### config.mk
export PLATFORM = sky130hd
export DESIGN_NAME = mux_scan_sequencer_flat
export DESIGN_NICKNAME = d
export VERILOG_FILES = /design/src/rtl/mux_scan_if.sv /design/src/rtl/mux_scan_sequencer.sv /design/src/flat_wrapper.sv
export SDC_FILE = /design/constraint.sdc
export NUM_CORES = 1
export LEC_CHECK = 0
export ABC_CLOCK_PERIOD_IN_PS = 1700
export CAP_MARGIN = 20
export CORE_MARGIN = 8
export CORE_UTILIZATION = 53
export DETAILED_ROUTE_END_ITERATION = 8
export MAX_ROUTING_LAYER = met4
export PLACE_DENSITY = 0.83
export SYNTH_ARGS = -nofsm -noshare
export SYNTH_HDL_FRONTEND = slang
export SYNTH_SLANG_ARGS = --single-unit
### constraint.sdc
create_clock -name clk -period 1.7 [get_ports clk]
set_input_delay 0.255 -clock clk [delete_from_list [all_inputs] [get_ports clk]]
set_output_delay 0.255 -clock clk [all_outputs]
set_load 0.005 [all_outputs]
### src/rtl/mux_scan_if.sv
// Handshake and Mux-side signals of the scan sequencer.
// master = sequencer side, slave = Mux/downstream side.
interface mux_scan_if;
  logic       start;
  logic       auto_scan;
  logic       mux_out;
  logic [1:0] mux_sel;
  logic [3:0] scan_data;
  logic       scan_valid;
  logic       scan_ready;
  logic       busy;

  modport master (
    input  start, auto_scan, mux_out, scan_ready,
    output mux_sel, scan_data, scan_valid, busy
  );

  modport slave (
    output start, auto_scan, mux_out, scan_ready,
    input  mux_sel, scan_data, scan_valid, busy
  );
endinterface

### src/rtl/mux_scan_sequencer.sv
// Steps a 4:1 Mux select through channels 0..3, samples each after a settle
// delay and offers the assembled 4-bit word on a valid/ready handshake.
//
// state  | meaning
// IDLE   | waiting for start, busy=0
// SETTLE | mux_sel stable, counting settle cycles
// SAMPLE | capture mux_out for current channel
// HOLD   | word offered, waiting for scan_ready
module mux_scan_sequencer #(
  parameter int SETTLE_CYCLES = 3,
  parameter int CNT_W         = 8
) (
  input  logic       clk,
  input  logic       rst_n,
  mux_scan_if.master bus
);

  typedef enum logic [1:0] {IDLE, SETTLE, SAMPLE, HOLD} state_t;

  localparam logic [CNT_W-1:0] CNT_LAST = CNT_W'(SETTLE_CYCLES - 1);

  state_t           state;
  logic [CNT_W-1:0] cnt;
  logic [1:0]       ch;
  logic [2:0]       shadow;
  logic [1:0]       mux_sel_q;
  logic [3:0]       scan_data_q;
  logic             scan_valid_q;
  logic             busy_q;

  always_ff @(posedge clk or negedge rst_n) begin
    if (!rst_n) begin
      state        <= IDLE;
      cnt          <= '0;
      ch           <= 2'd0;
      shadow       <= 3'd0;
      mux_sel_q    <= 2'd0;
      scan_data_q  <= 4'd0;
      scan_valid_q <= 1'b0;
      busy_q       <= 1'b0;
    end else begin
      case (state)
        IDLE: begin
          if (bus.start) begin
            state     <= SETTLE;
            ch        <= 2'd0;
            mux_sel_q <= 2'd0;
            cnt       <= '0;
            busy_q    <= 1'b1;
          end
        end
        SETTLE: begin
          if (cnt == CNT_LAST) state <= SAMPLE;
          else                 cnt   <= cnt + 1'b1;
        end
        SAMPLE: begin
          if (ch != 2'd3) begin
            shadow[ch] <= bus.mux_out;
            ch         <= ch + 2'd1;
            mux_sel_q  <= ch + 2'd1;
            cnt        <= '0;
            state      <= SETTLE;
          end else begin
            // last channel goes straight into the word, no shadow round-trip
            scan_data_q  <= {bus.mux_out, shadow};
            scan_valid_q <= 1'b1;
            state        <= HOLD;
          end
        end
        HOLD: begin
          if (bus.scan_ready) begin
            scan_valid_q <= 1'b0;
            if (bus.auto_scan) begin
              ch        <= 2'd0;
              mux_sel_q <= 2'd0;
              cnt       <= '0;
              state     <= SETTLE;
            end else begin
              busy_q <= 1'b0;
              state  <= IDLE;
            end
          end
        end
        default: state <= IDLE;
      endcase
    end
  end

  assign bus.mux_sel    = mux_sel_q;
  assign bus.scan_data  = scan_data_q;
  assign bus.scan_valid = scan_valid_q;
  assign bus.busy       = busy_q;

endmodule

### src/flat_wrapper.sv
// flat-port wrapper written by rule: the top's interface ports become plain ports
module mux_scan_sequencer_flat 
#(
  parameter int SETTLE_CYCLES = 3,
  parameter int CNT_W         = 8
)
  (clk, rst_n, bus_start, bus_auto_scan, bus_mux_out, bus_scan_ready, bus_mux_sel, bus_scan_data, bus_scan_valid, bus_busy);
  mux_scan_if bus_i ();
  input  logic clk;
  input  logic rst_n;
  input wire logic [$bits(bus_i.start)-1:0] bus_start;
  input wire logic [$bits(bus_i.auto_scan)-1:0] bus_auto_scan;
  input wire logic [$bits(bus_i.mux_out)-1:0] bus_mux_out;
  input wire logic [$bits(bus_i.scan_ready)-1:0] bus_scan_ready;
  output wire logic [$bits(bus_i.mux_sel)-1:0] bus_mux_sel;
  output wire logic [$bits(bus_i.scan_data)-1:0] bus_scan_data;
  output wire logic [$bits(bus_i.scan_valid)-1:0] bus_scan_valid;
  output wire logic [$bits(bus_i.busy)-1:0] bus_busy;
  assign bus_i.start = bus_start;
  assign bus_i.auto_scan = bus_auto_scan;
  assign bus_i.mux_out = bus_mux_out;
  assign bus_i.scan_ready = bus_scan_ready;
  assign bus_mux_sel = bus_i.mux_sel;
  assign bus_scan_data = bus_i.scan_data;
  assign bus_scan_valid = bus_i.scan_valid;
  assign bus_busy = bus_i.busy;
  mux_scan_sequencer #(.SETTLE_CYCLES(SETTLE_CYCLES), .CNT_W(CNT_W)) u_core (.clk(clk), .rst_n(rst_n), .bus(bus_i));
endmodule
Fig. 1: run 1, placement density heat map
The die is cut into 6 by 6 equal tiles; white is low, dark blue is high, 0 to 100% covered.
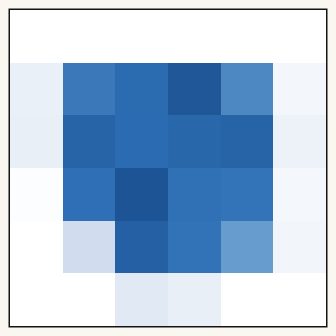
- emptiest ninth of the die: lower left
- nearly empty tiles: 33%
- tiles over 75% full: 22%
- fullest tile: 86%
- densest ninth of the die: center
- mean over tiles: 34%
Final Util: 0.6736
Core Box Area: 0.001982 sq mm
Init Core Util: 0.5682

Fig. 2: run 1, the metal 3 layer
Bar = 20 um.
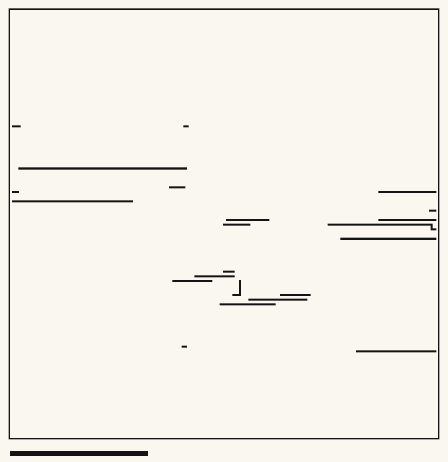
- main direction: horizontal
- nets with wire on the layer: 18
- wire length on this layer: 149 um
- longest straight run: 24.1 um
- share of all routed wire: 6.4%
Routed WL: 2341 um
Vias: 866

==> results.py, run 1 <==
# Synthesis and PnR figures
metrics = {
    "outcome": {
        "status": "finished, final reports clean",
    },
    "synthesis": {
        "mappedNetlistArea_sq_mm": 0.001126,
        "synthCells": 107,
        "edf_count": 0,
        "ff_type": "dfrtp_1",
        "netlist.area_leader.share": 0.4667,
        "fp_nets": 119,
        "yosysUniqueCellTypes": 33,
        "yosys_area_sq_mm": 0.001126,
        "top_area_cell": "dfrtp_1",
        "synth-async-reset-ratio": 1.000,
        "ys_cells": 107,
        "syn_area_per_cell_sq_um": 10.52,
        "top_cells_by_area": "dfrtp_1 47%, mux2_2 7.0%, ha_1 6.7%",
        "synth_warnings": 0,
        "ys.flops": 21,
        "ys_seq_frac": 0.4667,
    },
    "final_timing": {
        "slew_viol_final": 0,
        "finalHoldViolations": 0,
        "setup_viol": 0,
        "rsz0062_at_grt": "false",
        "finalClockPeriodUsage": 0.9561,
        "relSlewSlack": 0.7038,
        "worstMarginPinSlew_ps": 444.3,
        "clock_skew_ps": 1.419,
        "fin_ws_ps": 74.70,
        "fin_crit_ps": 1625,
        "fin_tns_setup_ps": 0,
        "max_freq_ghz": 0.6153,
    },
    "detailed_routing": {
        "wl_per_cell_um": 15.20,
        "drcViolationCount": 0,
        "viasPerCell": 5.623,
        "dr.pass1.iters": 4,
        "drt.antenna.violating_nets": 0,
        "drt_iter0_markers": 51,
    },
    "final_layout": {
        "lay_top_cells": "21 x dfrtp_1, 13 x clkdlybuf4s50_1, 11 x nand2_1, 11 x a21oi_1",
        "lay_top_count": "dfrtp_1",
        "drive_above_1_share": 0.1654,
        "num_antenna_cells": 0,
        "finalNetCount": 140,
        "area_growth_pct": 18.56,
    },
    "worst_setup_path": {
        "crit_type": "reg2reg",
        "crit_path_start_kind": "flop",
        "cp.arrival_ps": 1830,
        "worst-path-max-fanout": 5,
        "cp.required_ps": 1900,
        "endpoint_kind": "flop",
    },
    "grt": {
        "grt_pass1_vias": 880,
        "grt_use_total": 0.1414,
        "grt_start_max_net_pins": 22,
        "grt_antenna_before_repair": 0,
        "grt_pass1_wl_um": 3912,
        "overflow": 0,
    },
    "job": {
        "log.warning_count": 30,
        "drv_cap": 0,
    },
    "floorplan": {
        "die_y_um": 62.10,
        "io_pins": 14,
        "die_area_sq_mm": 0.003856,
        "fp.dieW_um": 62.10,
    },
    "pwr": {
        "p_per_area_mw_per_mm2": 1559,
        "vdd_ir_drop_max_mv": 0.8695,
        "p_leak_nw": 0.6050,
    },
    "clock_tree": {
        "clockRootBuffer": "clkbuf_4",
        "cts_resized": 0,
        "insertion_delay_ps": 310,
        "cts_buffers": 3,
        "htreeDepth": 1,
        "clkSinkCount": 21,
        "path_clk_slew_ps": 110,
        "cts_setup_buffers": 0,
        "cts_tree": "built",
        "max-clock-path-buffers": 2,
        "cts_hold_buffers": 0,
    },
    "place": {
        "io_buffers": 13,
        "hpwl_um": 1795,
        "place_ws_ps": 15.77,
        "place.gp.congestion": 0.8690,
    },
    "worst_hold_path": {
        "worstHoldPathType": "in2async",
    },
}
Fig. 3: run 1, sequential cells colored by netlist name
Bar = 20 um.
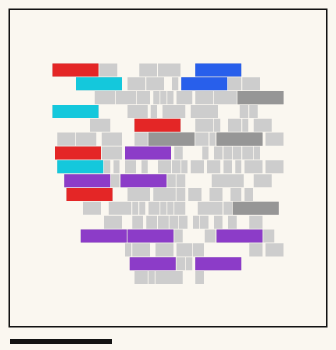
- blue: u_core.ch (placed flops 2)
- purple: u_core.cnt (placed flops 8)
- red: u_core.bus.scan_data (placed flops 4)
- cyan: u_core.shadow (placed flops 3)
- not colored: 4
FF/Latch Area: 525.5 sq um
seq pwr: 0.868 mW

Fig. 4: run 1, cells colored by class
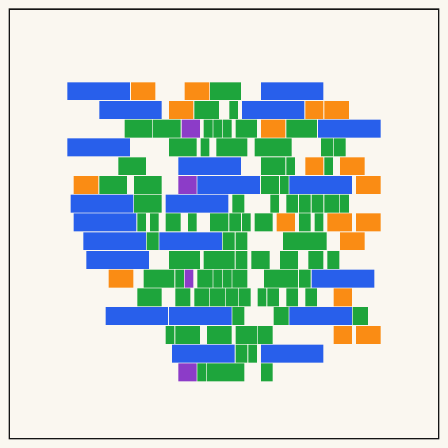
- orange: other buffers and delay cells (cells 18; share of their area 13%)
- purple: clock drivers and dummy loads (cells 4; share of their area 2.0%)
- green: combinational and other logic (cells 84; share of their area 45%)
- blue: flops (cells 21; share of their area 40%)
post-layout instance area: 0.001335 sq mm
Seq area share: 0.3936
row cnt: 16

[run 1: synth_stat cells (2+ instances only)]
cell,instances
o21ai_0,4
inv_1,7
dfrtp_1,21
ha_1,6
nand2_1,11
or3_1,2
a31oi_1,2
a21oi_1,11
mux2_2,7
and3_1,3
nand3_1,4
nor3_1,2
mux2i_1,4
nor2_1,4
[run 1: registers in the layout, summed over array words and instances (netlist names)]
signal,cells
u_core.cnt,8
u_core.bus.scan_data,4
u_core.shadow,3
u_core.ch,2
u_core.state,2
u_core.bus.busy,1
u_core.bus.scan_valid,1
[run 1: report_power, final]
part / switching, mW / internal [mW] / total [mW]
registers: 0.193 / 0.676 / 0.868
clock network: 0.149 / 0.0917 / 0.241
logic: 0.458 / 0.514 / 0.972
[run 1: critical path, cell delays in order, from the launching register on]
cell and delay (ps):
dfrtp_1 430, inv_1 70, ha_1 150, nor4b_2 310
a21oi_1 230, a22oi_1 220, o21ai_0 100
[run 1: routing by layer]
layer | wire (um) | GRT usage
met1 | 1011 | 0.1646
met2 | 1142 | 0.2242
met3 | 148 | 0.03292
met4 | 38 | 0.06818
met5 | 0 | -
[run 1: per-stage QoR]
step                      std cells  cell area, sq um  power [mW]  hold slack [ps]
after floorplan                 107              1126       1.486           -40.59
after global placement          150              1309       1.780            481.9
after detailed placement        150              1309       1.850            497.5
after CTS                       154              1335       2.100            280.9
after global routing            154              1335       2.235            310.9
final                           154              1335       2.081            277.4
[run 1: layout make-up]
type	instances	area, sq um
multi-input cells	77	555.5
flip-flops and latches	21	525.5
well taps	27	33.78
inverters	7	26.28
fillers	146	646.9
clock buffers	4	26.28
repair buffers	18	167.7
[run 1: final timing paths]
check | start | end | slack (ps) | cells after the start
min in group clk | u_core.shadow[0]$_DFFE_PN0P_ | u_core.bus.scan_data[0]$_DFFE_PN0P_ | 520 | 1
max reg2reg | u_core.cnt[0]$_DFFE_PN0P_ | u_core.cnt[6]$_DFFE_PN0P_ | 70 | 6
min | rst_n | u_core.state[0]$_DFFE_PN0P_ | 280 | 2
min reg2reg | u_core.shadow[0]$_DFFE_PN0P_ | u_core.bus.scan_data[0]$_DFFE_PN0P_ | 520 | 1
max in group asynchronous | rst_n | u_core.ch[1]$_DFFE_PN0P_ | 1210 | 2
max | u_core.cnt[0]$_DFFE_PN0P_ | u_core.cnt[6]$_DFFE_PN0P_ | 70 | 6
[run 1: kinds of logic (layout without fill, tap and decap cells)]
kind of cell / count (synthesis) / after routing / share of synthesized area
simple gates: 35 / 35 / 0.1767
compound gates: 24 / 24 / 0.1311
fa+ha+maj: 6 / 6 / 0.06666
buf+inv: 9 / 29 / 0.04001
flops: 21 / 21 / 0.4667
mux: 12 / 12 / 0.1189
==> run 2, diff against run 1 <==
- CORE_MARGIN: 8 -> default
Fig. 5: run 2, cell outlines without signal wires
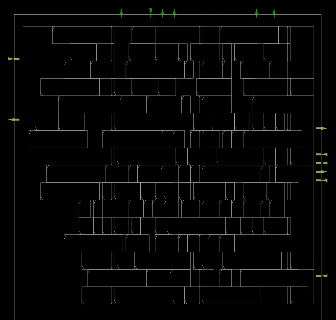
Final Util: 0.6749
FILL cells: 145
Flops: 21

==> run 2 against run 1 <==
Critical path type unchanged. Setup slack improved by 20 ps. Largest cell class unchanged. Sequential share of layout area decreased by 0.074 points. Wire length decreased by 6.1%. Critical endpoint is now u_core.ch[0]$_DFFE_PN0P_. Largest power group unchanged.
==> results.py, run 2 <==
# Synthesis and PnR figures
metrics = {
    "grt": {
        "grt_pass1_vias": 774,
        "grt_use_total": 0.2211,
        "overflow": 0,
        "grt_pass1_wl_um": 3318,
    },
    "worst_setup_path": {
        "worst-path-max-fanout": 8,
        "endpoint_kind": "flop",
        "worstReg2RegEnd": "u_core.ch[0]$_DFFE_PN0P_",
        "regToRegSetupSlack_ps": 100,
        "crit_type": "reg2reg",
    },
    "final_timing": {
        "worstMarginPinSlew_ps": 422.8,
        "setup_viol": 0,
        "fin_tns_setup_ps": 0,
        "fin_crit_ps": 1605,
        "relSlewSlack": 0.7181,
    },
    "detailed_routing": {
        "drcViolationCount": 0,
        "vias": 853,
        "drt_iter0_markers": 44,
    },
    "job": {
        "drv_cap": 0,
    },
    "synthesis": {
        "ys_cells": 107,
        "mappedNetlistArea_sq_mm": 0.001126,
        "synth_warnings": 0,
        "mux_share": 0.1189,
        "simple_gate_area_frac": 0.1767,
        "top_logic_kind": "simple AND/OR/NAND/NOR gates",
        "ys_seq_frac": 0.4667,
        "ys.flops": 21,
        "most_common_cell": "dfrtp_1",
        "fp_nets": 119,
    },
    "floorplan": {
        "io_pins": 14,
        "rows": 16,
        "die_area_sq_mm": 0.002313,
        "core-area_sq_mm": 0.001982,
        "fp.dieW_um": 48.10,
    },
    "outcome": {
        "status": "finished, final reports clean",
    },
    "pwr": {
        "p_per_area_mw_per_mm2": 1561,
        "switching_power_mw": 0.8046,
    },
    "clock_tree": {
        "htreeDepth": 1,
        "clkSinkCount": 21,
    },
    "final_layout": {
        "lay_top_cells": "21 x dfrtp_1, 13 x clkdlybuf4s50_1, 11 x nand2_1, 11 x a21oi_1",
        "lay_top_count": "dfrtp_1",
        "largest_reg_flops": 8,
    },
    "place": {
        "io_buffers": 13,
    },
    "worst_hold_path": {
        "worstHoldPathType": "in2async",
    },
}
Fig. 6: run 2, sequential cells colored by netlist name
Bar = 10 um.
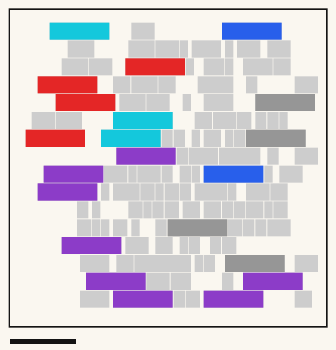
- purple: u_core.cnt (placed flops 8)
- blue: u_core.ch (placed flops 2)
- red: u_core.bus.scan_data (placed flops 4; where upper left)
- cyan: u_core.shadow (placed flops 3)
- not colored: 4
seq pwr: 0.869 mW
Seq area share: 0.3929

-- run 2: cell counts after synthesis --
Identical to the previous run, type by type.
-- run 2: logic make-up after synthesis --
kind of cell,after synthesis
AOI/OAI and AO/OA,24
adders and majority gates,6
buffers and inverters,9
DFF,21
muxes,12
and+or+nand+nor,35
-- run 2: layer usage --
layer  GRT usage  vias up  routed length, um
met5           -        -                  0
met4     0.06667        0                 23
met3     0.04444        2                 86
met2      0.3676       23               1151
met1      0.2721      412                936
li1            -      416                  -
-- run 2: final cells by class --
type | instances | area [sq um]
inverter | 7 | 26.28
clock buffer | 3 | 22.52
clock inverter | 1 | 5.005
tap | 27 | 33.78
fill | 145 | 644.4
multi-input combinational | 77 | 564.3
sequential | 21 | 525.5
timing repair buffer | 17 | 160.2
-- run 2: power by group through the flow --
stage	sequential [mW]	clock, mW	combinational [mW]
2_1_floorplan	0.812	0	0.675
3_3_place_gp	0.858	0	0.910
3_5_place_dp	0.872	0	0.952
4_1_cts	0.861	0.255	0.959
5_1_grt	0.897	0.273	1.07
6_report	0.869	0.248	0.971
-- run 2: worst min-delay path by stage --
stage	endpoint	slack, ps	cells after the start
finish	u_core.bus.scan_valid$_DFFE_PN0P_	280	2
global route	u_core.bus.busy$_DFFE_PN0P_	310	2
CTS	u_core.cnt[2]$_DFFE_PN0P_	280	2
detailed placement	u_core.bus.scan_data[1]$_DFFE_PN0P_	490	1
global placement	u_core.bus.scan_data[1]$_DFFE_PN0P_	480	1
floorplan	u_core.bus.busy$_DFFE_PN0P_	-40	0
-- run 2: stage by stage --
| stage | area, sq um | hold WS [ps] | setup slack, ps |
|---|---|---|---|
| 5_1_grt | 1338 | 310.7 | 41.78 |
| 3_5_place_dp | 1301 | 494.5 | 2.469 |
| 4_1_cts | 1329 | 285.0 | 102.1 |
| 6_report | 1338 | 278.6 | 95.17 |
| 2_1_floorplan | 1126 | -40.59 | 157.0 |
| 3_3_place_gp | 1301 | 481.3 | 31.30 |
-- run 2: timing repair --
action / 4_1_cts / 5_1_grt
gates resized: 0 / 1
hold buffers: 0 / 0
setup endpoints to repair: 0 / 1
-- run 2: critical path, stage by stage, from the launching register on --
cell     delay, ps
dfrtp_1        460
ha_1           270
a211o_4        390
o21a_1         130
mux2_4         250
==> run 3, diff against run 2 <==
- SLEW_MARGIN: default -> 20
Fig. 7: run 3, cell outlines without signal wires
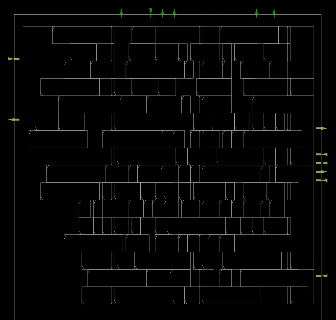
Final Instance Count excl. Fillers: 153
inserted tap cell count: 27

Fig. 8: run 3, the metal 3 layer
Bar = 10 um.
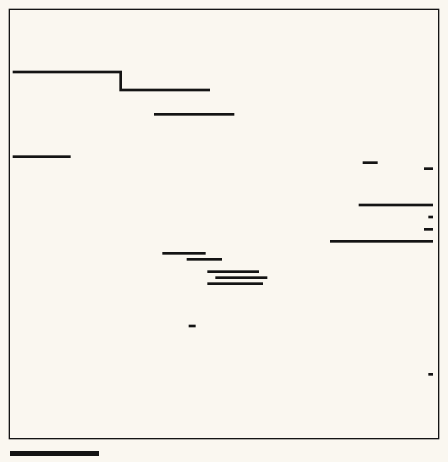
Vias: 853
Routed WL: 2198 um

==> run 3 against run 2 <==
Cell count unchanged. Register-to-register slack about the same. First-iteration DRC count stayed put. Clock skew unchanged. Synthesized area stayed put. Global-route usage stayed put. Wire length is the same. Die size did not move. Non-clock buffer count unchanged. Setup slack unchanged. Via count did not move. Clock-buffer cell count stayed put.
==> results.py, run 3 <==
# Synthesis and PnR figures
metrics = {
    "clock_tree": {
        "cts_buffers": 3,
        "max-clock-path-buffers": 2,
        "cts_tree": "built",
        "clkSinkCount": 21,
        "htreeDepth": 1,
        "cts_setup_buffers": 0,
        "clockRootBuffer": "clkbuf_4",
        "insertion_delay_ps": 310,
        "path_clk_slew_ps": 120,
    },
    "final_timing": {
        "worstMarginPinSlew_ps": 422.8,
        "fin_crit_ps": 1605,
        "setup_viol": 0,
        "finalHoldViolations": 0,
        "fin_tns_setup_ps": 0,
        "max_freq_ghz": 0.6231,
        "clock_skew_ps": 6.555,
        "relSlewSlack": 0.7181,
        "finalClockPeriodUsage": 0.9440,
    },
    "worst_setup_path": {
        "slowest_delay_ps": 460,
        "crit_path_start_kind": "flop",
        "cp.depth": 4,
        "worstSetupStartpoint": "u_core.ch[1]$_DFFE_PN0P_",
        "reg2regPathDepth": 4,
        "worst-path-buf-inv": 0,
        "cp.arrival_ps": 1820,
        "cpMaxStageDelayCell": "dfrtp_1",
        "worstPathCellList": "ha_1 > a211o_4 > o21a_1 > mux2_4",
        "worst-path-max-fanout": 8,
        "cp.required_ps": 1910,
        "r2r_start": "u_core.ch[1]$_DFFE_PN0P_",
        "crit_type": "reg2reg",
        "cpLargestDelayFamily": "AND-OR/OR-AND gates",
        "endpoint_kind": "flop",
    },
    "synthesis": {
        "ys_cells": 107,
        "fp_nets": 119,
        "top_area_cell": "dfrtp_1",
        "syn_area_per_cell_sq_um": 10.52,
        "ys_seq_frac": 0.4667,
        "netlist.area_leader.share": 0.4667,
        "most_common_cell": "dfrtp_1",
        "mappedNetlistArea_sq_mm": 0.001126,
        "synthCells": 107,
        "yosys_area_sq_mm": 0.001126,
        "synth-async-reset-ratio": 1.000,
        "edf_count": 0,
        "ff_type": "dfrtp_1",
        "ys_top_cells_by_count": "21 x dfrtp_1, 11 x a21oi_1, 11 x nand2_1",
        "ys.flops": 21,
    },
    "grt": {
        "grt_pass1_wl_um": 3318,
        "grt_pass1_vias": 774,
        "overflow": 0,
        "grt_antenna_before_repair": 0,
        "grt_use_total": 0.2211,
        "grt_start_max_net_pins": 22,
    },
    "final_layout": {
        "fillers": 145,
        "lay_top_cells": "21 x dfrtp_1, 13 x clkdlybuf4s50_1, 11 x nand2_1, 11 x a21oi_1",
        "largest_reg_flops": 8,
        "finalNetCount": 139,
        "num_antenna_cells": 0,
        "largest_register": "u_core.cnt",
        "area_growth_pct": 18.78,
    },
    "floorplan": {
        "die_y_um": 48.10,
        "core-area_sq_mm": 0.001982,
        "fp_util": 0.5682,
        "rows": 16,
        "io_pins": 14,
        "fp.dieW_um": 48.10,
        "die_area_sq_mm": 0.002313,
    },
    "pwr": {
        "p_leak_nw": 0.6051,
        "clock_power_share": 0.119,
        "internal_power_mw": 1.283,
        "seqPwrFrac": 0.416,
        "vdd_ir_drop_max_mv": 0.9138,
        "switching_power_mw": 0.8046,
        "p_per_area_mw_per_mm2": 1561,
        "p_comb_frac": 0.465,
        "power.switching_fraction": 0.3853,
    },
    "detailed_routing": {
        "wl_per_cell_um": 14.37,
        "viasPerCell": 5.575,
        "drcViolationCount": 0,
        "drt.antenna.violating_nets": 0,
        "drt_iter0_markers": 44,
        "dr.pass1.iters": 4,
    },
    "place": {
        "hpwl_um": 1620,
        "place.gp.congestion": 0.8154,
        "io_buffers": 13,
        "dp_cells": 149,
    },
    "job": {
        "drv_cap": 0,
    },
    "outcome": {
        "status": "finished, final reports clean",
    },
    "worst_hold_path": {
        "worstHoldPathType": "in2async",
    },
}
run 3: cells by family after synthesis:
group	count (synthesis)	share of synthesized area
compound gates	24	0.1311
fa+ha+maj	6	0.06666
buf+inv	9	0.04001
flops	21	0.4667
mux	12	0.1189
simple gates	35	0.1767
run 3: timing repair:
action,in CTS,in global routing
hold buffers,0,0
setup endpoints to repair,0,1
gates resized,0,1
run 3: per-stage QoR:
stage	setup WS, ps	hold WS, ps	power (mW)	cell area, sq um	util
4_1_cts	102.1	285.0	2.075	1329	0.6705
6_report	95.17	278.6	2.088	1338	0.6749
3_3_place_gp	31.30	481.3	1.768	1301	0.6566
5_1_grt	41.78	310.7	2.242	1338	0.6749
3_5_place_dp	2.469	494.5	1.824	1301	0.6566
2_1_floorplan	157.0	-40.59	1.486	1126	-
run 3: area by class of cell:
| cell class | instances | area (sq um) | area share |
|---|---|---|---|
| repair buffers | 17 | 160.2 | 0.1197 |
| well taps | 27 | 33.78 | 0.02526 |
| clock inverters | 1 | 5.005 | 0.003742 |
| clock buffers | 3 | 22.52 | 0.01684 |
| flip-flops and latches | 21 | 525.5 | 0.3929 |
| inverters | 7 | 26.28 | 0.01964 |
| multi-input cells | 77 | 564.3 | 0.4219 |
run 3: path summary, 6_finish.rpt:
check                                                     to  slack [ps]
max                                 u_core.ch[0]$_DFFE_PN0P_         100
min                        u_core.bus.scan_valid$_DFFE_PN0P_         280
max reg2reg                         u_core.ch[0]$_DFFE_PN0P_         100
min reg2reg                     u_core.shadow[2]$_DFFE_PN0P_         520
max in group asynchronous          u_core.cnt[0]$_DFFE_PN0P_        1200
min in group clk                u_core.shadow[2]$_DFFE_PN0P_         520
run 3: power groups by stage:
stage	Combinational (mW)	Clock (mW)	Sequential, mW
final	0.971	0.248	0.869
after global routing	1.07	0.273	0.897
after CTS	0.959	0.255	0.861
after detailed placement	0.952	0	0.872
after global placement	0.910	0	0.858
after floorplan	0.675	0	0.812
run 3: routing by layer:
metal	GRT usage	routed length, um	share of wire
met1	0.2721	936	0.43
met2	0.3676	1151	0.52
met3	0.04444	86	0.039
met4	0.06667	23	0.010
met5	-	0	0
Power and IR drop assume default switching activity.
